### src/rtl/mem_seq_pkg.sv
// Shared types and constants for the memory-access sequencer.
package mem_seq_pkg;

  typedef enum logic [1:0] {
    IDLE = 2'd0,
    REQ  = 2'd1,
    DONE = 2'd2
  } state_t;

  localparam logic [31:0] NOP_INSTR       = 32'h0000_0000;
  localparam logic [1:0]  WORD_ALIGN_MASK = 2'b11;

endpackage

### src/rtl/mem_timeout_ctr.sv
// REQ-phase watchdog: counts waiting cycles, flags the last allowed one.
// Only built with MEM_SEQUENCER_TIMEOUT_EN so the default build carries no orphan module.
`ifdef MEM_SEQUENCER_TIMEOUT_EN
module mem_timeout_ctr #(
  parameter int W     = 8,
  parameter int LIMIT = 255
) (
  input  logic clk,
  input  logic rst_n,
  input  logic clr_i,
  input  logic en_i,
  output logic tc_o
);

  logic [W-1:0] cnt_q;
  logic [W-1:0] cnt_d;

  always_comb begin
    cnt_d = cnt_q;
    if (clr_i) begin
      cnt_d = '0;
    end else if (en_i) begin
      cnt_d = cnt_q + W'(1);
    end
  end

  always_ff @(posedge clk or negedge rst_n) begin
    if (!rst_n) begin
      cnt_q <= '0;
    end else begin
      cnt_q <= cnt_d;
    end
  end

  // Fires on the cycle that would make the count reach LIMIT.
  assign tc_o = en_i && (cnt_q == W'(LIMIT - 1));

endmodule
`endif

### src/rtl/mem_sequencer.sv
// Turns multicycle-controller memory intents into a req/ack access and captures IR/MDR.
// Optional REQ timeout with bus_err is enabled by defining MEM_SEQUENCER_TIMEOUT_EN.
module mem_sequencer
  import mem_seq_pkg::*;
#(
  parameter int AW             = 32,
  parameter int DW             = 32,
  parameter int TIMEOUT_CYCLES = 255
) (
  input  logic          clk,
  input  logic          reset,
  input  logic          memread,
  input  logic          memwrite,
  input  logic          irwrite,
  input  logic [AW-1:0] adr,
  input  logic [DW-1:0] writedata,
  output logic          stall,
  output logic [DW-1:0] instr,
  output logic [DW-1:0] data,
  output logic          align_err,
  output logic          bus_err,
  output logic          mem_req,
  output logic          mem_we,
  output logic [AW-1:0] mem_addr,
  output logic [DW-1:0] mem_wdata,
  input  logic          mem_ack,
  input  logic [DW-1:0] mem_rdata
);

  state_t        state_q;
  logic          mem_req_q;
  logic          mem_we_q;
  logic          align_err_q;
  logic          bus_err_q;
  logic          dest_ir_q;
  logic [AW-1:0] mem_addr_q;
  logic [DW-1:0] mem_wdata_q;
  logic [DW-1:0] instr_q;
  logic [DW-1:0] data_q;

  logic access;
  logic misaligned;
  logic to_hit;

  assign access     = memread | memwrite;
  assign misaligned = (adr[1:0] & WORD_ALIGN_MASK) != 2'b00;

`ifdef MEM_SEQUENCER_TIMEOUT_EN
  localparam int TO_W = ($clog2(TIMEOUT_CYCLES + 1) > 8) ? $clog2(TIMEOUT_CYCLES + 1) : 8;

  mem_timeout_ctr #(
    .W    (TO_W),
    .LIMIT(TIMEOUT_CYCLES)
  ) u_timeout (
    .clk  (clk),
    .rst_n(reset),
    .clr_i(state_q != REQ),
    .en_i ((state_q == REQ) && !mem_ack),
    .tc_o (to_hit)
  );
`else
  assign to_hit = 1'b0;
  if (TIMEOUT_CYCLES == 0) begin : g_timeout_unused
  end
`endif

  always_ff @(posedge clk or negedge reset) begin
    if (!reset) begin
      state_q     <= IDLE;
      mem_req_q   <= 1'b0;
      mem_we_q    <= 1'b0;
      align_err_q <= 1'b0;
      bus_err_q   <= 1'b0;
      dest_ir_q   <= 1'b0;
      mem_addr_q  <= '0;
      mem_wdata_q <= '0;
      instr_q     <= '0;
      data_q      <= '0;
    end else begin
      align_err_q <= 1'b0;
      bus_err_q   <= 1'b0;
      case (state_q)
        IDLE: begin
          if (access) begin
            mem_addr_q  <= {adr[AW-1:2], 2'b00};
            mem_wdata_q <= writedata;
            mem_we_q    <= memwrite;
            // A combined read+write request is serviced as a plain write.
            dest_ir_q   <= irwrite & ~memwrite;
            if (misaligned) begin
              align_err_q <= 1'b1;
              state_q     <= DONE;
            end else begin
              mem_req_q <= 1'b1;
              state_q   <= REQ;
            end
          end
        end
        REQ: begin
          if (mem_ack) begin
            mem_req_q <= 1'b0;
            if (!mem_we_q) begin
              if (dest_ir_q) instr_q <= mem_rdata;
              else           data_q  <= mem_rdata;
            end
            state_q <= DONE;
          end else if (to_hit) begin
            mem_req_q <= 1'b0;
            bus_err_q <= 1'b1;
            if (!mem_we_q) begin
              if (dest_ir_q) instr_q <= DW'(NOP_INSTR);
              else           data_q  <= DW'(NOP_INSTR);
            end
            state_q <= DONE;
          end
        end
        DONE:    state_q <= IDLE;
        default: state_q <= IDLE;
      endcase
    end
  end

  // DONE is the single cycle in which the controller is allowed to advance.
  assign stall     = access & (state_q != DONE);
  assign instr     = instr_q;
  assign data      = data_q;
  assign align_err = align_err_q;
  assign bus_err   = bus_err_q;
  assign mem_req   = mem_req_q;
  assign mem_we    = mem_we_q;
  assign mem_addr  = mem_addr_q;
  assign mem_wdata = mem_wdata_q;

endmodule
### config.mk
export PLATFORM = sky130hd
export DESIGN_NAME = mem_sequencer
export DESIGN_NICKNAME = d
export VERILOG_FILES = /design/src/rtl/mem_seq_pkg.sv /design/src/rtl/mem_timeout_ctr.sv /design/src/rtl/mem_sequencer.sv
export SDC_FILE = /design/constraint.sdc
export NUM_CORES = 1
export LEC_CHECK = 0
export CAP_MARGIN = 20
export CORE_UTILIZATION = 55
export CTS_CLUSTER_DIAMETER = 100
export CTS_CLUSTER_SIZE = 28
export DETAILED_ROUTE_END_ITERATION = 10
export DONT_BUFFER_PORTS = 1
export PLACE_DENSITY = 0.79
export SYNTH_ARGS = -nofsm -noshare
export SYNTH_HDL_FRONTEND = slang
export SYNTH_SLANG_ARGS = --single-unit
### constraint.sdc
create_clock -name clk -period 1.6 [get_ports clk]
set_clock_uncertainty 0.05 [all_clocks]
set_input_delay 0.32 -clock clk [delete_from_list [all_inputs] [get_ports clk]]
set_output_delay 0.32 -clock clk [all_outputs]
set_load 0.03 [all_outputs]
Figure 1. Routing congestion (run 1).
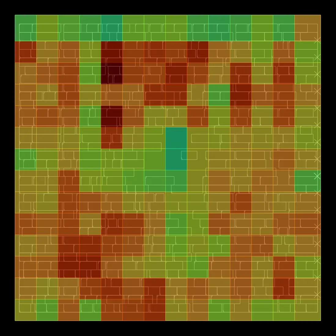
grt peak-use layer: met2
grt met2 use: 50.4%
met1 routing resource usage after global routing: 34.0%

Figure 2. Nets reached from selected ports (run 1).
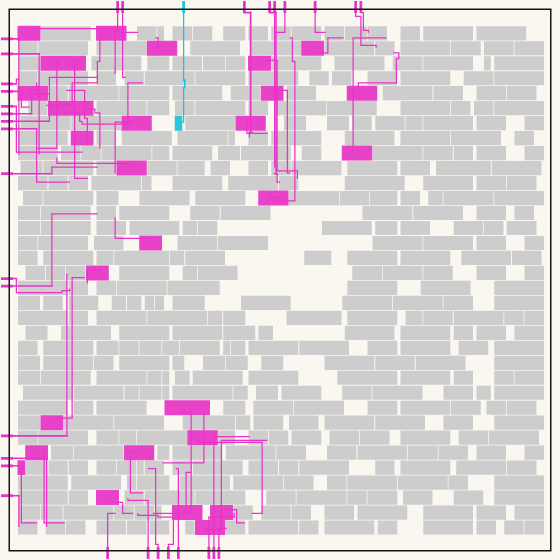
Key: bus_err = cyan [bits 1, direction output, edge top, end cells 1, buffers 0, wire 21.1 µm]; adr = magenta [bits 32, direction input, edge 15 left, 9 top, 8 bottom, end cells 31, buffers 31, wire 1010 µm]
I/O pin cnt: 235
# port buffers: 0

==> out/writeup.txt, run 1 <==
For the initial antenna violation count, the log shows 0. The uppermost layer routed was met4. Top power group: registers.

The path category of the worst min-delay check is input pin to async pin. The run gives -542 ps as the final hold slack. STA reports a reg2reg setup slack of -160 ps. The top cell class by occupied area is registers. The registers of the reported paths see a clock transition of 60 ps. The CTS report gives the tree buffer count as 17.

The worst setup path is of the flip-flop to output pin kind. Synthesis handed over a netlist of 296 instances. The synthesis report gives the async set-or-reset register share as 100%. The final reports fail on DRC, hold timing, setup timing. Entering global routing, the biggest net connects 133 pins. In this run, placement finished with an instance count of 399. The count of nets left with antenna violations once routing finished came out at 0. The run finished, with violations left. Internal power component: 9.19 mW. For reference, full adder, half adder and majority cells occupy 0% of the area reported after synthesis. The cell type that accounts for the most area after synthesis is dfrtp_1. For the total length of routed met3 wires, the log shows 1370 µm. The report counts max-capacitance violations totalling 0. After synthesis, the mean cell area works out to 17.1 µm². After synthesis, the chip area reported by Yosys is 0.00508 mm². The sequential power was 7.98 mW; the via count of the first global-routing pass was 3612. Data on the critical path is required at its endpoint by 1230 ps.

The most used cell along the critical path is buf_6. Yosys stat counts 296 cells in the synthesized netlist. The run gives 557 as the number of cells in the finished layout apart from fillers. From the final report, the count of setup violators was given as 122. The total via count in the routed design is 3225, and the sum of buffers and inverters on the critical path is 3. According to the cell report, flip-flops and latches in the layout number 132. By instance count after routing, the leading logic cell types are 130 x dfrtp_1, 100 x dlygate4sd3_1, 84 x mux2_4, 42 x mux2_2, 21 x clkbuf_16. The run gives 19.9% as the logic gate share of total power.

Highest-count logic cell in the final layout: dfrtp_1. The highest fanout seen on the critical path came out at 2. With the routed length per instance at 26.8 µm, the well tap count is 108. The OpenROAD warning count works out to 33. In the post-synthesis netlist, the cell with the most instances is dfrtp_1. Per the final report, max-transition violations number 0. The proportion of cell area occupied by multi-input gates is 25.2%, and the area of all sequential standard cells is 0.00331 mm². Area taken by multi-input logic gates: 0.00190 mm². At the worst endpoint, the arrival time is 1420 ps. The ratio of total power to cell area works out to 2010 mW/mm². TritonCTS built the clock tree. The worst path setup slack after routing is -186 ps.

The tree is rooted in a clkbuf_8. The DRC violation total left in the routed layout is recorded as 17. The synthesized design contains 0 enable-type register cells. The initialized floorplan defines 34 standard-cell rows. Per the final timing report, the hold violations number 132.

The number of inserted diodes was 0; the share of final-layout standard cells stronger than drive strength 1 was 44.8%. The layout inverter count without the clock tree came out at 2. The share of total power dissipated in sequential elements is 52.8%. Kind of capture point of the worst setup path: an output pin. The tools report the quantity of hold-fixing buffers added after cts as 100. Number of clock buffer instances in the layout: 21. The end point of the critical path is stall.
Figure 3. Drive-strength map (run 1).
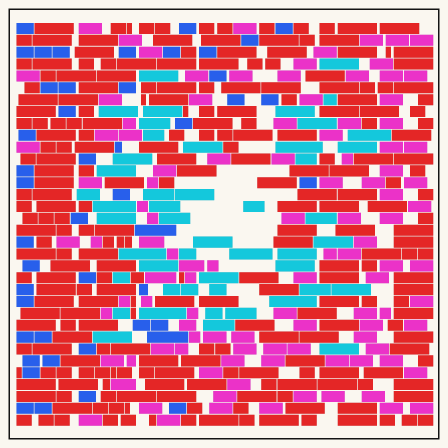
Key: _2 cells = blue [cells 46, share 10%]; _6 and larger = cyan [cells 48, share 11%]; _0 and _1 cells = red [cells 248, share 55%]; _3 and _4 cells = magenta [cells 107, share 24%]
area added between synthesis and finish: 48.3%
count of plain and timing-repair buffers: 136
final std cell area, no fill: 0.00753 mm²
worst path setup slack after routing: -186 ps

[run 1: stage by stage]
step,power (mW),cell area [µm²],utilization [%],hold slack (ps)
after floorplan,9.12,5100,-,-25.6
after global placement,9.54,5230,59.1,-23.5
after detailed placement,9.68,5230,59.1,-23.0
after CTS,14.3,7190,81.3,-563
after global routing,15.6,7530,85.1,-571
final,15.1,7530,85.1,-542
[run 1: repair_timing]
action / in CTS / in global routing
resized: 46 / 40
buffers inserted: 7 / 9
hold endpoints to repair: 262 / 132
endpoints found under the setup margin: 127 / 129
gates cloned: 4 / 8
pin swaps: 1 / 2
[run 1: kinds of logic (layout without fill, tap and decap cells)]
family / after synthesis / in the layout
muxes: 126 / 126
AOI/OAI and AO/OA: 7 / 7
DFF: 132 / 132
buffers and inverters: 19 / 170
other: 1 / 3
and+or+nand+nor: 11 / 11
==> run 1 -> run 2 <==
CORE_UTILIZATION = 25   (was 55)
HOLD_SLACK_MARGIN = 0.12   (was not set)
PLACE_DENSITY = 0.46   (was 0.79)
TNS_END_PERCENT = 1   (was not set)
Figure 4. Cell classes on the final placement (run 2).
Scale bar: 50 µm.
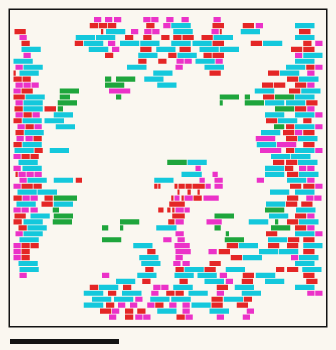
Key: clock drivers and dummy loads = green [cells 31]; flops = cyan [cells 132]; combinational and other logic = red [cells 149]; other buffers and delay cells = magenta [cells 122]
end-of-flow core utilization: 37.4%
Cell Rows: 51
final std cell area, no fill: 0.00735 mm²
core area: 0.0197 mm²

==> out/writeup.txt, run 2 <==
The flow ran to the end, but the final reports show violations. The final reports fail on hold timing, setup timing. The final report lists a non-filler cell total of 699. Before placement the cells fill 25.8% of the core. For reference, the final report shows the hold violation count at 132. Summed over the clock group, the power is 3.66 mW.

Wires add up to 12700 µm. The tools report the count of antenna-violating nets left after detailed routing as 0. The highest-count logic cell in the final layout was dfrtp_1.

The run gives 0.0209 mm² as the total die size. The most used cell along the critical path was buf_6. The global routing report lists combined usage of all routing layers as 11.8%. Combinational logic burns 17.5% of the power.

The run gives 3 for the sum of buffers and inverters on the critical path. Per the area breakdown, the dominant cell category is registers. The layout inverter count without the clock tree came out at 2. On the critical path the data arrives at 1900 ps. Per the synthesis report, the number of distinct cell types is 20. The share of synthesized cell area in and-or and or-and compound cells is 0.887%, and the quantity of hold-fixing buffers added after cts is 100. The tools report the area of all sequential standard cells as 0.00331 mm². Slowest library cell on the worst path: dfrtp_1. The critical path maximum fanout is 6. Internal power comes to 8.44 mW. The area added between synthesis and finish is 44.8%, and the synthesized area divided by synthesized cell count is 17.1 µm². The run gives -64.6 ps for the worst path setup slack after routing. Ranking logic cells in the layout by count gives the top entries 130 x dfrtp_1, 100 x dlygate4sd3_1, 66 x mux2_4, 59 x mux2_2, 19 x clkbuf_16. With the via count of the first global-routing pass at 3277, the area fraction in mux cells is 30.2%.

Max-slew violation total from the final report: 0. The root buffer cell chosen for the clock tree is clkbuf_16. Counting the clock-network buffers in the layout gives 19. The worst-skew pair later-pin latency is 410 ps. Per STA, the worst path is made up of nand3b_4 -> buf_6 -> nor3_4 -> buf_6 -> clkbuf_16 -> mux2_2.

For the leakage component of the power, the log shows 3.34 nW. After clock tree synthesis, the clock-pin slew on the worst setup and hold paths is 60 ps. For this design, Yosys synthesis ends with a cell count of 296. Port buffering added 0 buffers. In this run the post-CTS setup repair buffer count came out at 2.

In this run, CTS created clock tree buffers numbering 17. The tools report the initial antenna violation count as 0. Measured on the final layout, the clock distribution area share stands at 7.63%. With the worst setup slack before clock tree synthesis at -101 ps, the synthesized flop and latch total is 132. The number of placed instances, taps included, is 558.

Of the synthesized area, sequential elements account for 65.1%. The routed length per instance works out to 18.2 µm. After synthesis, the chip area reported by Yosys is 0.00508 mm². The maximum buffer depth of the clock tree is 2. Critical path class: flip-flop to flip-flop.

Per the summary, power density relative to cell area is 1900 mW/mm². For the gate count after technology mapping, the log shows 296. The type of origin of the critical path is a flip-flop. The count of library flops with an enable pin is 0, and the final hold slack is -445 ps.

Largest net degree at the start of global routing: 133. The largest part of the power goes to registers. In the synthesized netlist the async set-or-reset flop fraction comes to 100%. Prevailing post-synth register cell: dfrtp_1. Note, the detailed placer reported a final HPWL of 7260 µm. The share of total power dissipated in sequential elements is 56.3%.

Summed over all sequential cells, the power is 7.89 mW. The final antenna diode tally reported by the flow is 0. The design draws 14.0 mW. All stages included, the depth of the critical timing path comes to 6.

Most used standard cell by instance count after synthesis: dfrtp_1. The post-cts resize count was 8. The fraction of cell area in multi-input combinational cells is reported as 24.8%.

The net switching fraction of the power is 39.7%, and the clock network fraction of design power is 26.1%. The non-clock buffer contribution to total cell area came out at 18.0%. Cell type contributing the most total cell area after synthesis: dfrtp_1. Maximum operating frequency: 601 MHz. In the final timing run, aggregate negative setup slack is -1250 ps. The type recorded for the worst min-delay path is input pin to async pin. The flow inserted 265 tap cells. The DRC violation total left in the routed layout is recorded as 0. The final weighted congestion recorded by global placement is 0.681. STA classifies the critical path endpoint as a flip-flop. The critical path data required time is 1840 ps. The number of sequential cells was 132. In this run the horizontal extent of the chip is 144 µm. The run gives 235 as the boundary pin count. For the area taken by multi-input logic gates, the log shows 0.00182 mm².

With the area fraction in full adders, half adders and majority gates at 0%, the OpenROAD warning count is 33. For the setup violation total in the final timing report, the log shows 56. The share of final-layout standard cells stronger than drive strength 1 came out at 42.9%.

The tree built by TritonCTS fans out to 132 sinks. Per the detail_route report, the via count comes to 2955. The fraction of standard cell area that is sequential came out at 45.0%. The cell area after placement was 0.00545 mm². With the non-clock buffer instance count of the final layout at 122, the count of max-cap constraint violations is 0. TritonCTS built the clock tree.

The final critical path time including I/O delays and setup is 1660 ps. The commonest cells after synthesis are 132 x dfrtp_1, 94 x mux2_2, 30 x mux2_4.
## run 2: cell counts after synthesis
Identical to the previous run, type by type.
## run 2: path summary, 6_finish.rpt
| path | startpoint | to | slack (ps) |
|---|---|---|---|
| min in group clk | memread | state_q[1] | 150 |
| max reg2reg | state_q[1] | data[2] | -60 |
| min reg2reg | dest_ir_q | dest_ir_q | 540 |
| min | reset | instr[11] | -450 |
| max in group asynchronous | reset | mem_addr[16] | 1810 |
| max | state_q[1] | data[2] | -60 |
## run 2: layer usage
layer | share of wire [%] | vias to the layer above | track usage, % | wire (µm)
met5 | 0 | - | 0 | 0
met4 | 1.1 | 0 | 4.32 | 142
met3 | 9.0 | 9 | 5.60 | 1140
met2 | 52 | 158 | 20.5 | 6580
met1 | 38 | 1502 | 12.4 | 4820
li1 | - | 1286 | - | -
==> run 2 -> run 3 <==
CORE_UTILIZATION = 35   (was 25)
PLACE_DENSITY = 0.57   (was 0.46)
Figure 5. Nets reached from selected ports (run 3).
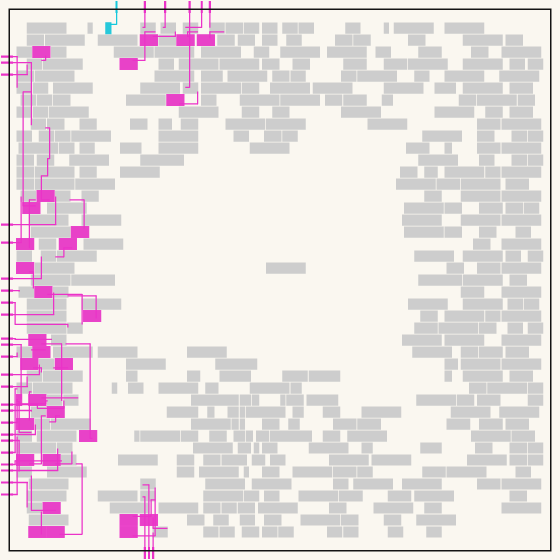

==> out/writeup.txt, run 3 <==
Highest-count logic cell in the final layout: dfrtp_1. The core region is 0.0140 mm². The share of total power dissipated in the clock network is 27.2%. Total negative setup slack: -371 ps.

After layout the signal buffers, clock cells excluded, come to 17.6% of cell area. Endpoints with negative setup slack in the final report add up to 33. The area added between synthesis and finish came out at 38.8%. Yosys instantiated no cell more often than dfrtp_1. In this run, placement finished with an instance count of 472. The well tap count is 180, and the tally of buffers added on design ports is 0. The tools report the critical path data required time as 1230 ps. The run gives -121 ps for the worst setup slack before clock tree synthesis. The average instance in the mapped netlist occupies 17.1 µm². The run gives 609 for the number of cells in the finished layout apart from fillers. In the global route stage, met3 resource usage came out at 7.34%. The hold violation total from the final report was 132; the global routing usage on met1 was 16.7%. The via count of the first global-routing pass was 3332; the routed length per instance was 19.3 µm. The clock network takes up 8.26% of total cell area after layout.

For the global routing met2 resource utilization, the log shows 27.2%. For the final wirelength, the log shows 11700 µm. Top power group: registers. The final reports fail on hold timing, setup timing. By count the netlist is led by 132 x dfrtp_1, 94 x mux2_2, 30 x mux2_4. The share of the core filled with cells is 50.4%, and the number of rows in the core area is 43. In the Yosys report, the sequential cells make up 65.1% of the chip area. The commonest register cell is dfrtp_1. The path category of the worst min-delay check was input pin to async pin. Clock tree root buffer cell: clkbuf_16. The initial antenna violation count came out at 0.

For this run, design rule violations remaining after detail routing come to 0. The run gives 0.00533 mm² as the cell area after placement. The synthesized flop and latch total was 132. TritonCTS built the clock tree. Summed over the clock group, the power is 3.75 mW. Combinational logic burns 15.8% of the power.

The run gives -445 ps for the final hold slack. After synthesis, the share of flip-flops with an asynchronous set or reset is 100%. The arrival time of data at the worst endpoint is listed as 1260 ps. Counting I/O delays and the setup requirement, the final critical path takes 1630 ps. The share of final-layout standard cells stronger than drive strength 1 is 41.7%, and the worst-skew pair later-pin latency is 400 ps. The largest total area in the synthesized netlist belongs to dfrtp_1.

The number of inserted diodes was 0; the starting density of the core was 36.3%. The run gives -32.0 ps as the worst path setup slack after routing. Of all nets on the critical path, the largest fanout is 3. The total cells reported by yosys after synthesis is 296, and the total via count in the routed design is 2921. The placement summary gives the final routability congestion estimate as 0.724. In this run the count of I/O pins placed on the die edge is 235.

The non-clock buffer instance count of the final layout was 116; the maximum buffer depth of the clock tree was 2. In the global route stage, overall resource usage came out at 16.1%. In the final layout, excluding clock inverters the inverter count is 2. The design has 132 sequential cells. The tools report the number of clock buffer instances in the layout as 22.

Registers take 0.00331 mm². The run gives 24.0% for the proportion of cell area occupied by multi-input gates. The run gives 0 as the count of antenna-violating nets left after detailed routing. The flow ran to the end, but the final reports show violations. Type of origin of the critical path: a flip-flop.
-- run 3: worst paths after layout --
kind                       startpoint            end  slack (ps)  depth (start not counted)
max                        state_q[0]          stall         -30                          4
min                             reset       data[14]        -440                          0
max reg2reg                state_q[1]       data[29]         -30                          5
min reg2reg                 dest_ir_q      dest_ir_q         510                          2
max in group asynchronous       reset  mem_wdata[22]        1810                          0
min in group clk               adr[1]     state_q[1]         150                          2
-- run 3: worst max-delay path: stages, from the launching register on --
cell	delay, ps
dfrtp_2	430
buf_6	120
inv_2	30
a21oi_2	130
buf_6	150
-- run 3: timing repair --
action                     4_1_cts  5_1_grt
hold endpoints to repair       262      132
resized                         12        1
gates cloned                     3        0
setup endpoints to repair      127       90
pin swaps                        2        0
setup buffers                    2        0
Power figures rest on the tool's default switching activity, not on a simulated workload.
